Run 1, clock distribution:
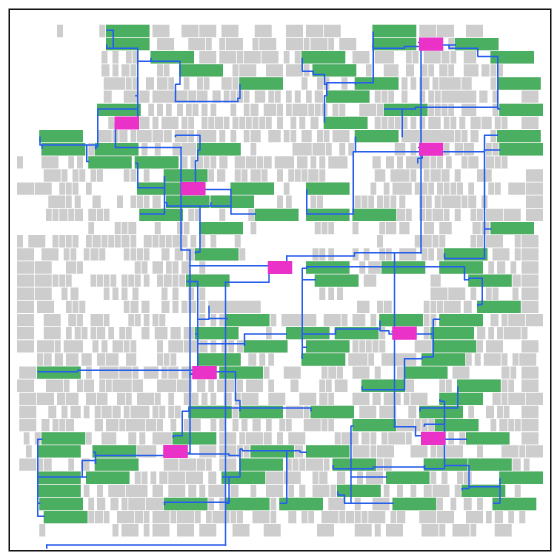
Run 1, wiring heat map:
The bar under the picture is 20 um long. 22 x 22 tiles, from dark purple (low) to yellow (high), scaled to the fullest tile. Values are wire area over tile area, all layers added.
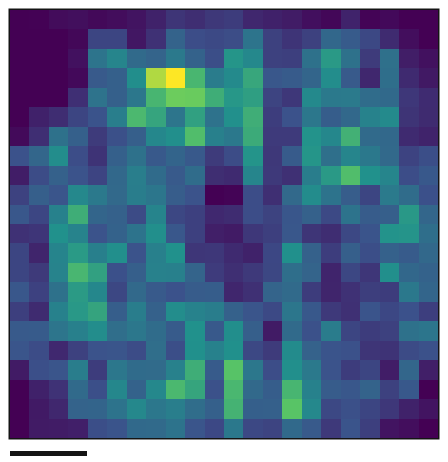
Run 1, sequential cells colored by netlist name:
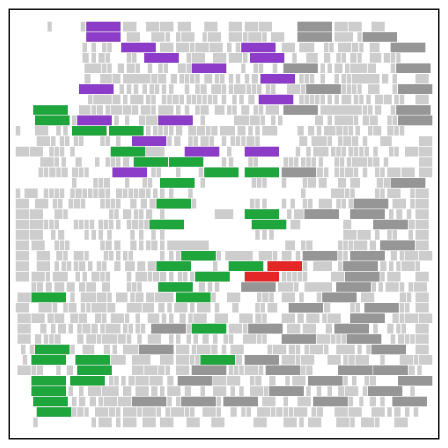
Run 1, placed standard cells:
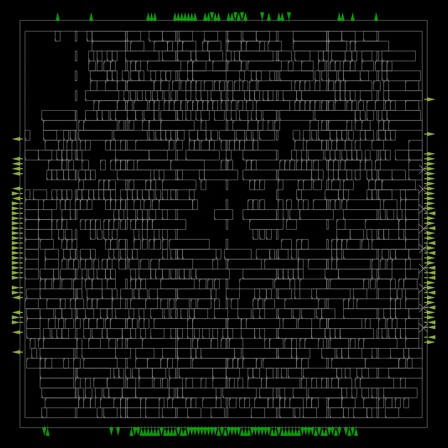
<file path="src/rtl/mips_pkg.sv">
// Shared definitions for the branch redirect path: FSM encoding, link register
// index and PC increment, plus the return-address helper.
package mips_pkg;

   typedef enum logic [1:0] {
      ST_IDLE   = 2'd0,
      ST_ISSUE  = 2'd1,
      ST_SQUASH = 2'd2
   } br_state_e;

   localparam logic [4:0]  REG_RA  = 5'd31;
   localparam logic [31:0] PC_STEP = 32'd4;

   // With a delay slot the instruction after the branch executes, so the
   // link skips over it. The add wraps modulo 2^32.
   function automatic logic [31:0] return_addr(input logic [31:0] pc, input bit delay_slot);
      return delay_slot ? pc + (PC_STEP << 1) : pc + PC_STEP;
   endfunction

endpackage

</file>
<file path="src/rtl/branch_redirect_unit_if.sv">
// Bundle between branch resolution and the fetch/decode/regfile consumers.
// master = branch resolution side; slave = branch_redirect_unit.
interface branch_redirect_unit_if #(parameter int CNT_W = 16);

   logic             br_valid;
   logic             br_taken;
   logic             br_link;
   logic [31:0]      br_pc;
   logic [31:0]      br_target;
   logic             stall;
   logic             cnt_clr;
   logic             pc_sel;
   logic [31:0]      pc_target;
   logic             if_id_flush;
   logic             link_we;
   logic [4:0]       link_addr;
   logic [31:0]      link_data;
   logic [CNT_W-1:0] br_total;
   logic [CNT_W-1:0] br_taken_cnt;

   modport master (
      output br_valid, br_taken, br_link, br_pc, br_target, stall, cnt_clr,
      input  pc_sel, pc_target, if_id_flush, link_we, link_addr, link_data,
             br_total, br_taken_cnt
   );

   modport slave (
      input  br_valid, br_taken, br_link, br_pc, br_target, stall, cnt_clr,
      output pc_sel, pc_target, if_id_flush, link_we, link_addr, link_data,
             br_total, br_taken_cnt
   );

endinterface

</file>
<file path="src/rtl/sat_counter.sv">
// Saturating up-counter with synchronous clear; clear beats increment.
module sat_counter #(
   parameter int CNT_W = 16
) (
   input  logic             clk,
   input  logic             reset,
   input  logic             inc,
   input  logic             clr,
   output logic [CNT_W-1:0] cnt
);

   logic [CNT_W-1:0] cnt_q, cnt_d;

   // NOTE: every signal written in always_comb gets a default first, so no latch is inferred.
   always_comb begin
      cnt_d = cnt_q;
      if (clr)
         cnt_d = '0;
      else if (inc && (cnt_q != {CNT_W{1'b1}}))
         cnt_d = cnt_q + 1'b1;
   end

   // NOTE: state flops use non-blocking assignments so every flop samples pre-edge values.
   always_ff @(posedge clk or posedge reset) begin
      if (reset)
         cnt_q <= '0;
      else
         cnt_q <= cnt_d;
   end

   assign cnt = cnt_q;

endmodule

</file>
<file path="src/rtl/branch_redirect_unit.sv">
// Turns a resolved branch into PC redirect, IF/ID flush and $31 link write,
// and keeps saturating branch statistics.
module branch_redirect_unit
   import mips_pkg::*;
#(
   parameter int DELAY_SLOT = 1,
   parameter int CNT_W      = 16
) (
   input logic                   clk,
   input logic                   reset,
   branch_redirect_unit_if.slave bus
);

   localparam bit HAS_SLOT = (DELAY_SLOT != 0);

   br_state_e   state_q, state_d;
   logic        taken_q, taken_d;
   logic        link_q, link_d;
   logic [31:0] target_q, target_d;
   logic [31:0] ret_q, ret_d;
   logic        accept;

   assign accept = (state_q == ST_IDLE) && bus.br_valid;

   always_comb begin
      state_d  = state_q;
      taken_d  = taken_q;
      link_d   = link_q;
      target_d = target_q;
      ret_d    = ret_q;
      case (state_q)
         ST_IDLE: begin
            if (bus.br_valid) begin
               taken_d  = bus.br_taken;
               link_d   = bus.br_link;
               target_d = bus.br_target;
               ret_d    = return_addr(bus.br_pc, HAS_SLOT);
               if (bus.br_taken || bus.br_link)
                  state_d = ST_ISSUE;
            end
         end
         ST_ISSUE: begin
            if (!bus.stall)
               state_d = taken_q ? ST_SQUASH : ST_IDLE;
         end
         ST_SQUASH: begin
            if (!bus.stall)
               state_d = ST_IDLE;
         end
         default: state_d = ST_IDLE;
      endcase
   end

   // NOTE: only control/latch flops are reset here; there is no memory array to clear.
   always_ff @(posedge clk or posedge reset) begin
      if (reset) begin
         state_q  <= ST_IDLE;
         taken_q  <= 1'b0;
         link_q   <= 1'b0;
         target_q <= '0;
         ret_q    <= '0;
      end else begin
         state_q  <= state_d;
         taken_q  <= taken_d;
         link_q   <= link_d;
         target_q <= target_d;
         ret_q    <= ret_d;
      end
   end

   // Outputs depend only on flopped state, so a stall or reset needs no extra gating.
   always_comb begin
      bus.pc_sel      = 1'b0;
      bus.pc_target   = '0;
      bus.if_id_flush = 1'b0;
      bus.link_we     = 1'b0;
      bus.link_addr   = REG_RA;
      bus.link_data   = '0;
      case (state_q)
         ST_ISSUE: begin
            bus.pc_sel      = taken_q;
            bus.pc_target   = target_q;
            bus.if_id_flush = taken_q && !HAS_SLOT;
            bus.link_we     = link_q;
            bus.link_data   = link_q ? ret_q : 32'd0;
         end
         ST_SQUASH: bus.if_id_flush = 1'b1;
         default: ;
      endcase
   end

   sat_counter #(.CNT_W(CNT_W)) u_total_cnt (
      .clk   (clk),
      .reset (reset),
      .inc   (accept),
      .clr   (bus.cnt_clr),
      .cnt   (bus.br_total)
   );

   sat_counter #(.CNT_W(CNT_W)) u_taken_cnt (
      .clk   (clk),
      .reset (reset),
      .inc   (accept && bus.br_taken),
      .clr   (bus.cnt_clr),
      .cnt   (bus.br_taken_cnt)
   );

endmodule
</file>
<file path="src/flat_wrapper.sv">
// flat-port wrapper written by rule: the top's interface ports become plain ports
module branch_redirect_unit_flat import mips_pkg::*;
#(
   parameter int DELAY_SLOT = 1,
   parameter int CNT_W      = 16
)
  (clk, reset, bus_br_valid, bus_br_taken, bus_br_link, bus_br_pc, bus_br_target, bus_stall, bus_cnt_clr, bus_pc_sel, bus_pc_target, bus_if_id_flush, bus_link_we, bus_link_addr, bus_link_data, bus_br_total, bus_br_taken_cnt);
  branch_redirect_unit_if #(.CNT_W(CNT_W)) bus_i ();
  input logic clk;
  input logic reset;
  input wire logic [$bits(bus_i.br_valid)-1:0] bus_br_valid;
  input wire logic [$bits(bus_i.br_taken)-1:0] bus_br_taken;
  input wire logic [$bits(bus_i.br_link)-1:0] bus_br_link;
  input wire logic [$bits(bus_i.br_pc)-1:0] bus_br_pc;
  input wire logic [$bits(bus_i.br_target)-1:0] bus_br_target;
  input wire logic [$bits(bus_i.stall)-1:0] bus_stall;
  input wire logic [$bits(bus_i.cnt_clr)-1:0] bus_cnt_clr;
  output wire logic [$bits(bus_i.pc_sel)-1:0] bus_pc_sel;
  output wire logic [$bits(bus_i.pc_target)-1:0] bus_pc_target;
  output wire logic [$bits(bus_i.if_id_flush)-1:0] bus_if_id_flush;
  output wire logic [$bits(bus_i.link_we)-1:0] bus_link_we;
  output wire logic [$bits(bus_i.link_addr)-1:0] bus_link_addr;
  output wire logic [$bits(bus_i.link_data)-1:0] bus_link_data;
  output wire logic [$bits(bus_i.br_total)-1:0] bus_br_total;
  output wire logic [$bits(bus_i.br_taken_cnt)-1:0] bus_br_taken_cnt;
  assign bus_i.br_valid = bus_br_valid;
  assign bus_i.br_taken = bus_br_taken;
  assign bus_i.br_link = bus_br_link;
  assign bus_i.br_pc = bus_br_pc;
  assign bus_i.br_target = bus_br_target;
  assign bus_i.stall = bus_stall;
  assign bus_i.cnt_clr = bus_cnt_clr;
  assign bus_pc_sel = bus_i.pc_sel;
  assign bus_pc_target = bus_i.pc_target;
  assign bus_if_id_flush = bus_i.if_id_flush;
  assign bus_link_we = bus_i.link_we;
  assign bus_link_addr = bus_i.link_addr;
  assign bus_link_data = bus_i.link_data;
  assign bus_br_total = bus_i.br_total;
  assign bus_br_taken_cnt = bus_i.br_taken_cnt;
  branch_redirect_unit #(.DELAY_SLOT(DELAY_SLOT), .CNT_W(CNT_W)) u_core (.clk(clk), .reset(reset), .bus(bus_i));
endmodule
</file>
<file path="config.mk">
export PLATFORM = sky130hd
export DESIGN_NAME = branch_redirect_unit_flat
export DESIGN_NICKNAME = d
export VERILOG_FILES = /design/src/rtl/mips_pkg.sv /design/src/rtl/branch_redirect_unit_if.sv /design/src/rtl/sat_counter.sv /design/src/rtl/branch_redirect_unit.sv /design/src/flat_wrapper.sv
export SDC_FILE = /design/constraint.sdc
export NUM_CORES = 1
export LEC_CHECK = 0
export ABC_AREA = 1
export CAP_MARGIN = 20
export CORE_UTILIZATION = 50
export CTS_BUF_LIST = sky130_fd_sc_hd__clkbuf_8
export CTS_CLUSTER_DIAMETER = 30
export DETAILED_ROUTE_END_ITERATION = 10
export PLACE_DENSITY = 0.84
export SLEW_MARGIN = 25
export SYNTH_ARGS = -nofsm -noshare
export SYNTH_HDL_FRONTEND = slang
export SYNTH_HIERARCHICAL = 1
export SYNTH_SLANG_ARGS = --single-unit
export TNS_END_PERCENT = 50
</file>
<file path="constraint.sdc">
create_clock -name clk -period 3 [get_ports clk]
set_clock_uncertainty 0.1 [all_clocks]
set_input_delay 0.6 -clock clk [delete_from_list [all_inputs] [get_ports clk]]
set_output_delay 0.6 -clock clk [all_outputs]
set_load 0.02 [all_outputs]
</file>
==> qor_table.md, run 1 <==
| Metric | Value | Unit |
|---|---|---|
| Worst setup slack after placement | 0.465 | ns |
| Tap cell count | 143 | - |
| Area growth, synth to finish | 33.2 | % |
| Most numerous logic cell after layout | sky130_fd_sc_hd__nand2_1 | - |
| Number of antenna violations at the first check in global routing | 0 | - |
| Top logic cells by instance count in the layout | 301 x sky130_fd_sc_hd__nand2_1, 169 x sky130_fd_sc_hd__clkdlybuf4s50_1, 121 x sky130_fd_sc_hd__nor2_1, 103 x sky130_fd_sc_hd__inv_1, 100 x sky130_fd_sc_hd__dfrtp_1 | - |
| Worst Hold End | u_core/ret_q[2]$_DFFE_PP0P_ | - |
| Fraction of layout cells with a size suffix above 1 | 0.0665 | - |
| Instance count along the most critical hold path | 2 | - |
| Via count of the first global-routing pass | 5495 | - |
| Hold WS | 0.387 | ns |
| Number of DRC markers after the initial detailed-route iteration | 460 | - |
| Portion of total power attributed to combinational logic | 0.439 | - |
| Outcome | finished, violations left | - |
| Area of the placeable core | 11600 | sq um |
| TritonCTS clock tree | done | - |
| Type of the worst min-delay path | flip-flop to flip-flop | - |
| Die Outline Area | 12500 | sq um |
| Vert. Die Dim | 112 | um |
| Parity-gate share of the synthesized area counting xor and xnor cells | 0.0203 | - |
| Routed vias/inst | 5.02 | - |
| Multi-Input Combinational | 634 | - |
| Number of hold violations in the final report | 0 | - |
| Setup violators final | 0 | - |
| Longest Clk Path Bufs | 2 | - |
| Port buffer count | 169 | - |
| Adder-Cell Fraction of Synth Area | 0.00623 | - |
| Number of warnings printed during yosys synthesis | 6 | - |
| Buffers, non-clock | 178 | - |
| Worst path setup slack after routing | 0.262 | ns |
| Top area cell types | sky130_fd_sc_hd__dfrtp_1 42%, sky130_fd_sc_hd__nand2_1 19%, sky130_fd_sc_hd__nor2_1 7.5%, sky130_fd_sc_hd__inv_1 6.5%, sky130_fd_sc_hd__nand3_1 4.7% | - |
| Final weighted congestion in routability-driven placement | 0.891 | - |
| Mean area per synthesized cell | 6.90 | sq um |
| Layout buffering overhead excluding clock cells | 0.223 | - |
| Terminus of the critical flop-to-flop path | u_core/u_total_cnt/cnt[7]$_DFFE_PP0P_ | - |
| Unrepaired setup endpoints after global routing | false | - |
| Combinational cell area excluding buffers and inverters | 2930 | sq um |
| Residual DRC | 9 | - |
| CP required | 2.30 | ns |
| Failing checks | DRC | - |
## Picture notes: 'clock distribution'
[blue] clock wires | length: 1250 um
[magenta] cells driving clock nets | count: 9
[green] flip-flops | count: 100
routed clock nets: 10

## Picture notes: 'wiring heat map'
emptiest ninth of the die: upper left
tiles over half the peak: 8.9%
fullest tile: 0.71

## Picture notes: 'sequential cells colored by netlist name'
[green] u_core/ret_q | flops: 32
[red] u_core/state_q | flops: 2
[purple] u_core/u_taken_cnt/cnt | flops: 16

## Picture notes: 'placed standard cells'
number of placement rows: 39
Flops: 100
count of placed standard cells in the final layout, fillers left out: 1180
fill cell count: 1005
sequential portion of the cell area: 0.312

-- run 1: power groups by stage --
stage	sequential (mW)	clock, mW	combinational, mW
floorplan	1.95	0	1.39
global placement	1.96	0	2.24
detailed placement	1.98	0	2.28
CTS	1.96	0.968	2.29
global route	2.00	1.03	2.51
finish	1.96	0.953	2.28
-- run 1: state kept, by name, summed over array words and instances, names as in the netlist --
signal	flops
u_core/ret_q	32
u_core/link_q	1
u_core/state_q	2
u_core/taken_q	1
u_core/u_taken_cnt/cnt	16
u_core/u_total_cnt/cnt	16
u_core/target_q	32
-- run 1: repair_timing --
action,4_1_cts,5_1_grt
hold endpoints to repair,0,0
buffers inserted,0,0
resized,0,2
setup endpoints to repair,0,16
-- run 1: cell usage after synthesis (3+ instances only) --
cell type / number
sky130_fd_sc_hd__nand2_1: 301
sky130_fd_sc_hd__nor2_1: 121
sky130_fd_sc_hd__inv_1: 104
sky130_fd_sc_hd__dfrtp_1: 100
sky130_fd_sc_hd__nand3_1: 57
sky130_fd_sc_hd__o21ai_0: 51
sky130_fd_sc_hd__nand4_1: 22
sky130_fd_sc_hd__nor2_2: 14
sky130_fd_sc_hd__nor2_4: 12
sky130_fd_sc_hd__clkbuf_1: 10
sky130_fd_sc_hd__buf_2: 9
sky130_fd_sc_hd__xor2_1: 9
sky130_fd_sc_hd__buf_4: 7
sky130_fd_sc_hd__o21bai_1: 7
sky130_fd_sc_hd__nand2_2: 6
sky130_fd_sc_hd__xnor2_1: 5
sky130_fd_sc_hd__nand2_4: 4
sky130_fd_sc_hd__nand3b_1: 4
sky130_fd_sc_hd__buf_6: 3
sky130_fd_sc_hd__clkinv_1: 3
sky130_fd_sc_hd__ha_1: 3
sky130_fd_sc_hd__inv_2: 3
sky130_fd_sc_hd__o21ai_1: 3
Run 1, M4 wires:
The bar under the picture is 20 um long. Supply wires on this layer in gray.
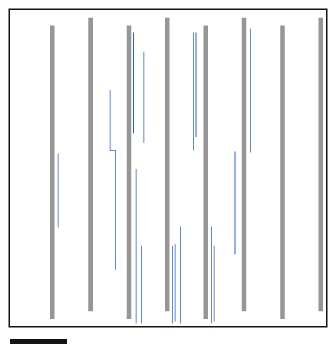

==> run 1 -> run 2 <==
CORE_ASPECT_RATIO = 0.7   (was not set)
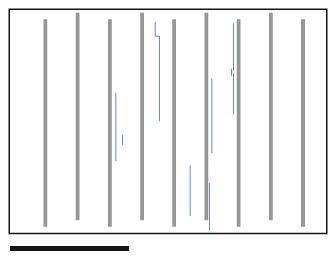
Run 2: M4 wires
The bar under the picture is 50 um long. Supply wires on this layer in gray.
nets with wire on the layer: 8
wire length on this layer: 188 um

==> run 2 against run 1 <==
The run now ends clean. Register-to-register slack worse by 0.08 ns. Via count increased by 3.2%. Wire length grew 5.1%. Maximum frequency down 2.4%. Die area is essentially flat. Non-clock buffer count did not move. Combinational power is essentially flat. Hold slack improved by 0.0037 ns. Power is 1.1% higher.
==> qor_table.md, run 2 <==
| Metric | Value | Unit | Delta |
|---|---|---|---|
| Chip area from the yosys synthesis statistics | 6030 | sq um | unchanged |
| CP required | 2.30 | ns | about the same |
| Outcome | completed | - | was finished, violations left |
| Bufs and invs on worst path | 3 | - | was 4 |
| Worst path setup slack after routing | 0.195 | ns | was 0.262 ns |
| Adder-Cell Fraction of Synth Area | 0.00623 | - | unchanged |
| Cell area after technology mapping | 6030 | sq um | unchanged |
| Number of hold violations in the final report | 0 | - | unchanged |
| Routed vias/inst | 5.11 | - | was 5.02 |
| Max-slew headroom at the worst pin | 0.551 | - | about the same |
| Area fraction in compound gates after synthesis | 0.0565 | - | unchanged |
| TritonCTS clock tree | done | - | unchanged |
| Area growth, synth to finish | 33.6 | % | was 33.2% |
| Critical path, cell by cell | nor2_1, inv_2, buf_4, nor2_1, clkdlybuf4s50_1 | - | was inv_1, nor2_1, inv_2, buf_6, nor2_1, clkdlybuf4s50_1 |
| Final Max-Slew Violation Tally | 0 | - | unchanged |
| Hold WS | 0.390 | ns | was 0.387 ns |
| Top area cell types | sky130_fd_sc_hd__dfrtp_1 42%, sky130_fd_sc_hd__nand2_1 19%, sky130_fd_sc_hd__nor2_1 7.5%, sky130_fd_sc_hd__inv_1 6.5%, sky130_fd_sc_hd__nand3_1 4.7% | - | unchanged |
| Parity-gate share of the synthesized area counting xor and xnor cells | 0.0203 | - | unchanged |
| DPL Wire Length | 12.0 | mm | was 11.7 mm |
| Final weighted congestion in routability-driven placement | 0.957 | - | was 0.891 |
| Type of the setup path with the least slack | flip-flop to primary output | - | unchanged |
| Total GRT Usage | 0.278 | - | was 0.261 |
| Residual DRC | 0 | - | was 9 |
| Worst setup slack after placement | 0.452 | ns | was 0.465 ns |
| Ant diodes | 0 | - | unchanged |
| Number of different library cells in the post-synthesis netlist | 33 | - | unchanged |
| CP max FO | 38 | - | was 57 |
| First-pass GRT wire length | 27.6 | mm | was 26.1 mm |
| Longest Clk Path Bufs | 2 | - | unchanged |
| Die Outline Area | 12500 | sq um | about the same |
| Number of synthesized register bits | 100 | - | unchanged |
| Number of DRC markers after the initial detailed-route iteration | 554 | - | was 460 |
| Number of cells in the design after placement | 1179 | - | was 1165 |
| Port buffer count | 169 | - | unchanged |
| Number of antenna violations at the first check in global routing | 0 | - | unchanged |
| Unrepaired setup endpoints after global routing | false | - | unchanged |
| Most numerous logic cell after layout | sky130_fd_sc_hd__nand2_1 | - | unchanged |
| Top logic cells by instance count in the layout | 301 x sky130_fd_sc_hd__nand2_1, 169 x sky130_fd_sc_hd__clkdlybuf4s50_1, 121 x sky130_fd_sc_hd__nor2_1, 102 x sky130_fd_sc_hd__inv_1, 100 x sky130_fd_sc_hd__dfrtp_1 | - | was 301 x sky130_fd_sc_hd__nand2_1, 169 x sky130_fd_sc_hd__clkdlybuf4s50_1, 121 x sky130_fd_sc_hd__nor2_1, 103 x sky130_fd_sc_hd__inv_1, 100 x sky130_fd_sc_hd__dfrtp_1 |
| Mean area per synthesized cell | 6.90 | sq um | unchanged |
| Registers with the most flip-flops | u_core/ret_q x32, u_core/target_q x32 | - | unchanged |
| Global route total overflow | 0 | - | unchanged |
| Fraction of layout cells with a size suffix above 1 | 0.0684 | - | was 0.0665 |
| Vert. Die Dim | 93.9 | um | was 112 um |
| Setup violators final | 0 | - | unchanged |
| Slowest library cell on the worst path | sky130_fd_sc_hd__clkdlybuf4s50_1 | - | unchanged |
| Most numerous cell types in the synthesized netlist | 301 x sky130_fd_sc_hd__nand2_1, 121 x sky130_fd_sc_hd__nor2_1, 104 x sky130_fd_sc_hd__inv_1, 100 x sky130_fd_sc_hd__dfrtp_1, 57 x sky130_fd_sc_hd__nand3_1 | - | unchanged |
| Clock-pin slew of the registers on the worst-case setup and hold paths | 0.11 | ns | was 0.09 ns |
| Count of placed standard cells in the final layout, fillers left out | 1195 | - | was 1180 |
| Number of warnings printed during yosys synthesis | 6 | - | unchanged |
| Post-synthesis cell type with the largest instance count | sky130_fd_sc_hd__nand2_1 | - | unchanged |
| Type of the worst min-delay path | flip-flop to flip-flop | - | unchanged |
| Pre-placement core utilization | 0.514 | - | was 0.521 |
| Via count of the first global-routing pass | 5676 | - | was 5495 |
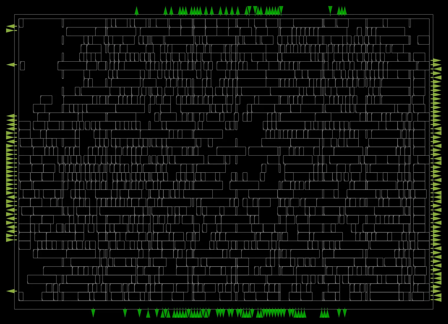
Run 2: placed standard cells
area of the placeable core: 11700 sq um
fill cell count: 1040
sequential portion of the cell area: 0.311
final core utilization: 0.686
number of placement rows: 33

[run 2: cell counts after synthesis]
Identical to the previous run, type by type.
[run 2: where the power goes]
part,switching (mW),internal [mW],leakage (nW)
logic,1.42,0.883,2.40
registers,0.164,1.79,1.29
clock network,0.490,0.501,0.115
total,2.08,3.17,3.80
[run 2: final timing paths]
| kind | startpoint | endpoint | slack, ns | cells after the start |
|---|---|---|---|---|
| setup / recovery | u_core/state_q[1]$_DFFE_PP0P_ | bus_pc_sel | 0.20 | 5 |
| hold / removal | u_core/ret_q[26]$_DFFE_PP0P_ | u_core/ret_q[26]$_DFFE_PP0P_ | 0.39 | 2 |
| setup reg to reg | u_core/u_total_cnt/cnt[1]$_DFFE_PP0P_ | u_core/u_total_cnt/cnt[3]$_DFFE_PP0P_ | 1.03 | 9 |
| hold reg to reg | u_core/ret_q[26]$_DFFE_PP0P_ | u_core/ret_q[26]$_DFFE_PP0P_ | 0.39 | 2 |
| max in group asynchronous | reset | u_core/u_taken_cnt/cnt[12]$_DFFE_PP0P_ | 1.73 | 2 |
| min in group asynchronous | reset | u_core/ret_q[2]$_DFFE_PP0P_ | 0.61 | 3 |
[run 2: layout make-up]
class	instances	area, sq um
Clock buffer	10	138
Multi-Input combinational cell	634	2930
Tap cell	157	196
Fill cell	1040	3680
Timing Repair Buffer	178	1770
Clock inverter	6	96.3
Sequential cell	100	2500
Inverter	110	413
[run 2: timing repair]
action                     CTS  global route
setup buffers                0             0
setup endpoints to repair    0             9
resized                      0             1
[run 2: layer usage]
metal / GRT usage / part of all wire
met5: 0 / 0
met4: 0.0549 / 0.011
met3: 0.0518 / 0.072
met2: 0.446 / 0.43
met1: 0.395 / 0.48
==> run 2 -> run 3 <==
GPL_ROUTABILITY_DRIVEN = 0   (was not set)
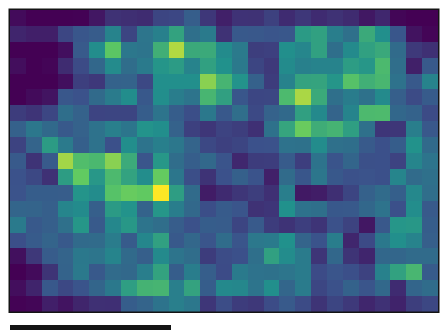
Run 3: wiring heat map
The bar under the picture is 50 um long. 27 x 19 tiles, from dark purple (low) to yellow (high), scaled to the fullest tile. Values are wire area over tile area, all layers added.
mean over tiles: 0.21
emptiest ninth of the die: upper left
fullest tile: 0.65
nearly empty tiles: 3.9%
tiles over half the peak: 15%

==> run 3 against run 2 <==
Global-route usage unchanged. Core utilization unchanged. Via count unchanged. Hold slack unchanged. Cell count did not move. Clock power barely moved. Synthesized cell count unchanged. Combinational power is essentially flat. Die area unchanged. Critical path depth did not move. Sequential share of layout area unchanged. Largest power group unchanged.
==> qor_table.md, run 3 <==
| Metric | Value | Unit | Delta |
|---|---|---|---|
| Outcome | completed | - | unchanged |
| Hold WS | 0.390 | ns | unchanged |
| Setup violators final | 0 | - | unchanged |
| Total vias in the final route | 6111 | - | unchanged |
| Vert. Die Dim | 93.9 | um | unchanged |
| Die Outline Area | 12500 | sq um | unchanged |
| Switching Share | 0.396 | - | unchanged |
| CP max FO | 38 | - | unchanged |
| Instance count along the most critical hold path | 2 | - | unchanged |
| Critical Path Sink | bus_pc_sel | - | unchanged |
| Cell area after technology mapping | 6030 | sq um | unchanged |
| Via count of the first global-routing pass | 5676 | - | unchanged |
| Longest Clk Path Bufs | 2 | - | unchanged |
| Top logic cells by instance count in the layout | 301 x sky130_fd_sc_hd__nand2_1, 169 x sky130_fd_sc_hd__clkdlybuf4s50_1, 121 x sky130_fd_sc_hd__nor2_1, 102 x sky130_fd_sc_hd__inv_1, 100 x sky130_fd_sc_hd__dfrtp_1 | - | unchanged |
| Post-synthesis cell type with the largest instance count | sky130_fd_sc_hd__nand2_1 | - | unchanged |
| Startpoint of the most critical register-to-register path | u_core/u_total_cnt/cnt[1]$_DFFE_PP0P_ | - | unchanged |
| CP required | 2.30 | ns | about the same |
| Chip area from the yosys synthesis statistics | 6030 | sq um | unchanged |
| Ant diodes | 0 | - | unchanged |
| Registers with the most flip-flops | u_core/ret_q x32, u_core/target_q x32 | - | unchanged |
| Internal power | 3.17 | mW | unchanged |
| Number of cells on the worst reg-to-reg path | 9 | - | unchanged |
| Critical path, cell by cell | nor2_1, inv_2, buf_4, nor2_1, clkdlybuf4s50_1 | - | unchanged |
| Sequential cell fraction of total power | 0.372 | - | about the same |
| Worst Hold End | u_core/ret_q[26]$_DFFE_PP0P_ | - | unchanged |
| Min-Delay Startpoint | u_core/ret_q[26]$_DFFE_PP0P_ | - | unchanged |
| Maximum vdd drop | 0.374 | mV | unchanged |
| Residual DRC | 0 | - | unchanged |
| Portion of total power attributed to combinational logic | 0.439 | - | about the same |
| Number of hold violations in the final report | 0 | - | unchanged |
| Fraction of layout cells with a size suffix above 1 | 0.0684 | - | unchanged |
| Top area cell types | sky130_fd_sc_hd__dfrtp_1 42%, sky130_fd_sc_hd__nand2_1 19%, sky130_fd_sc_hd__nor2_1 7.5%, sky130_fd_sc_hd__inv_1 6.5%, sky130_fd_sc_hd__nand3_1 4.7% | - | unchanged |
| Number of different library cells in the post-synthesis netlist | 33 | - | unchanged |
| Most numerous logic cell after layout | sky130_fd_sc_hd__nand2_1 | - | unchanged |
| Final Max-Slew Violation Tally | 0 | - | unchanged |
| Number of antenna violations at the first check in global routing | 0 | - | unchanged |
| Type of the setup path with the least slack | flip-flop to primary output | - | unchanged |
| DPL Wire Length | 12.0 | mm | unchanged |
| Number of warnings printed during yosys synthesis | 6 | - | unchanged |
| Pre-placement core utilization | 0.514 | - | unchanged |
| Flop2flop setup slack | 1.03 | ns | about the same |
| Power dissipated by switching net loads | 2.08 | mW | unchanged |
| Async SR Flop Fraction | 1.00 | - | unchanged |
| Terminus of the critical flop-to-flop path | u_core/u_total_cnt/cnt[3]$_DFFE_PP0P_ | - | unchanged |
| Routed vias/inst | 5.11 | - | unchanged |
| Part of the total power dissipated in the clock network | 0.189 | - | about the same |
| Mean area per synthesized cell | 6.90 | sq um | unchanged |
| Number of synthesized register bits | 100 | - | unchanged |
| Type of the worst min-delay path | flip-flop to flip-flop | - | unchanged |
| Slowest library cell on the worst path | sky130_fd_sc_hd__clkdlybuf4s50_1 | - | unchanged |
| Bufs and invs on worst path | 3 | - | unchanged |
| Instance count on the critical path | 5 | - | unchanged |
| Number of placement rows | 33 | - | unchanged |
| Number of DRC markers after the initial detailed-route iteration | 554 | - | unchanged |
| Tally of max-capacitance violations | 0 | - | unchanged |
| Total GRT Usage | 0.278 | - | unchanged |
| Critical Path Start | u_core/state_q[1]$_DFFE_PP0P_ | - | unchanged |
| Area of the placeable core | 11700 | sq um | unchanged |
| Global route total overflow | 0 | - | unchanged |
| Most numerous cell types in the synthesized netlist | 301 x sky130_fd_sc_hd__nand2_1, 121 x sky130_fd_sc_hd__nor2_1, 104 x sky130_fd_sc_hd__inv_1, 100 x sky130_fd_sc_hd__dfrtp_1, 57 x sky130_fd_sc_hd__nand3_1 | - | unchanged |
| Port buffer count | 169 | - | unchanged |
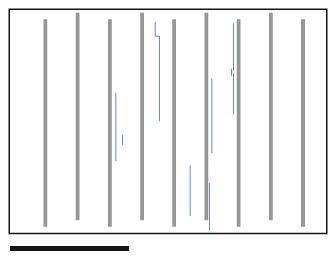
Run 3: M4 wires
The bar under the picture is 50 um long. Supply wires on this layer in gray.
share of all routed wire: 1.1%
nets with wire on the layer: 8
main direction: vertical
wire length on this layer: 188 um

==> run 3: cell counts after synthesis <==
Identical to the previous run, type by type.
==> run 3: cell type report <==
type	count	area [sq um]
clock buffer	10	138
clock inverter	6	96.3
fill	1040	3680
inverter	110	413
multi-input combinational	634	2930
sequential	100	2500
tap	157	196
timing repair buffer	178	1770
==> run 3: logic make-up (layout without fill, tap and decap cells) <==
group / Yosys count / count (layout) / share of synthesized area
simple gates: 548 / 548 / 0.400
buf+inv: 143 / 304 / 0.101
flops: 100 / 100 / 0.415
compound gates: 64 / 64 / 0.0565
xor+xnor: 14 / 14 / 0.0203
fa+ha+maj: 3 / 3 / 0.00623
other cells: 1 / 5 / 0.000622
==> run 3: layer usage <==
metal,vias to the layer above,part of all wire,GRT usage
met5,-,0,0
met4,0,0.011,0.0549
met3,21,0.072,0.0518
met2,262,0.43,0.446
met1,2836,0.48,0.395
li1,2992,-,-
==> run 3: through the flow <==
step           power, mW  instance area, sq um  cells  worst slack, ns  utilization
2_1_floorplan       3.34                  6040    877            0.588            -
3_3_place_gp        4.22                  7810   1179            0.502        0.666
3_5_place_dp        4.27                  7810   1179            0.452        0.666
4_1_cts             5.28                  8050   1195           0.0171        0.686
5_1_grt             5.61                  8050   1195           0.0905        0.686
6_report            5.25                  8050   1195            0.195        0.686
==> run 3: repair_timing <==
action / in CTS / in global routing
endpoints found under the setup margin: 0 / 9
gates resized: 0 / 1
buffers inserted: 0 / 0
==> run 3: power groups by stage <==
stage          clock (mW)  combinational [mW]  sequential (mW)
2_1_floorplan           0                1.39             1.95
3_3_place_gp            0                2.26             1.96
3_5_place_dp            0                2.29             1.98
4_1_cts              1.01                2.31             1.95
5_1_grt              1.06                2.56             2.00
6_report            0.991                2.30             1.95
Power is estimated from default activity; no workload was simulated.
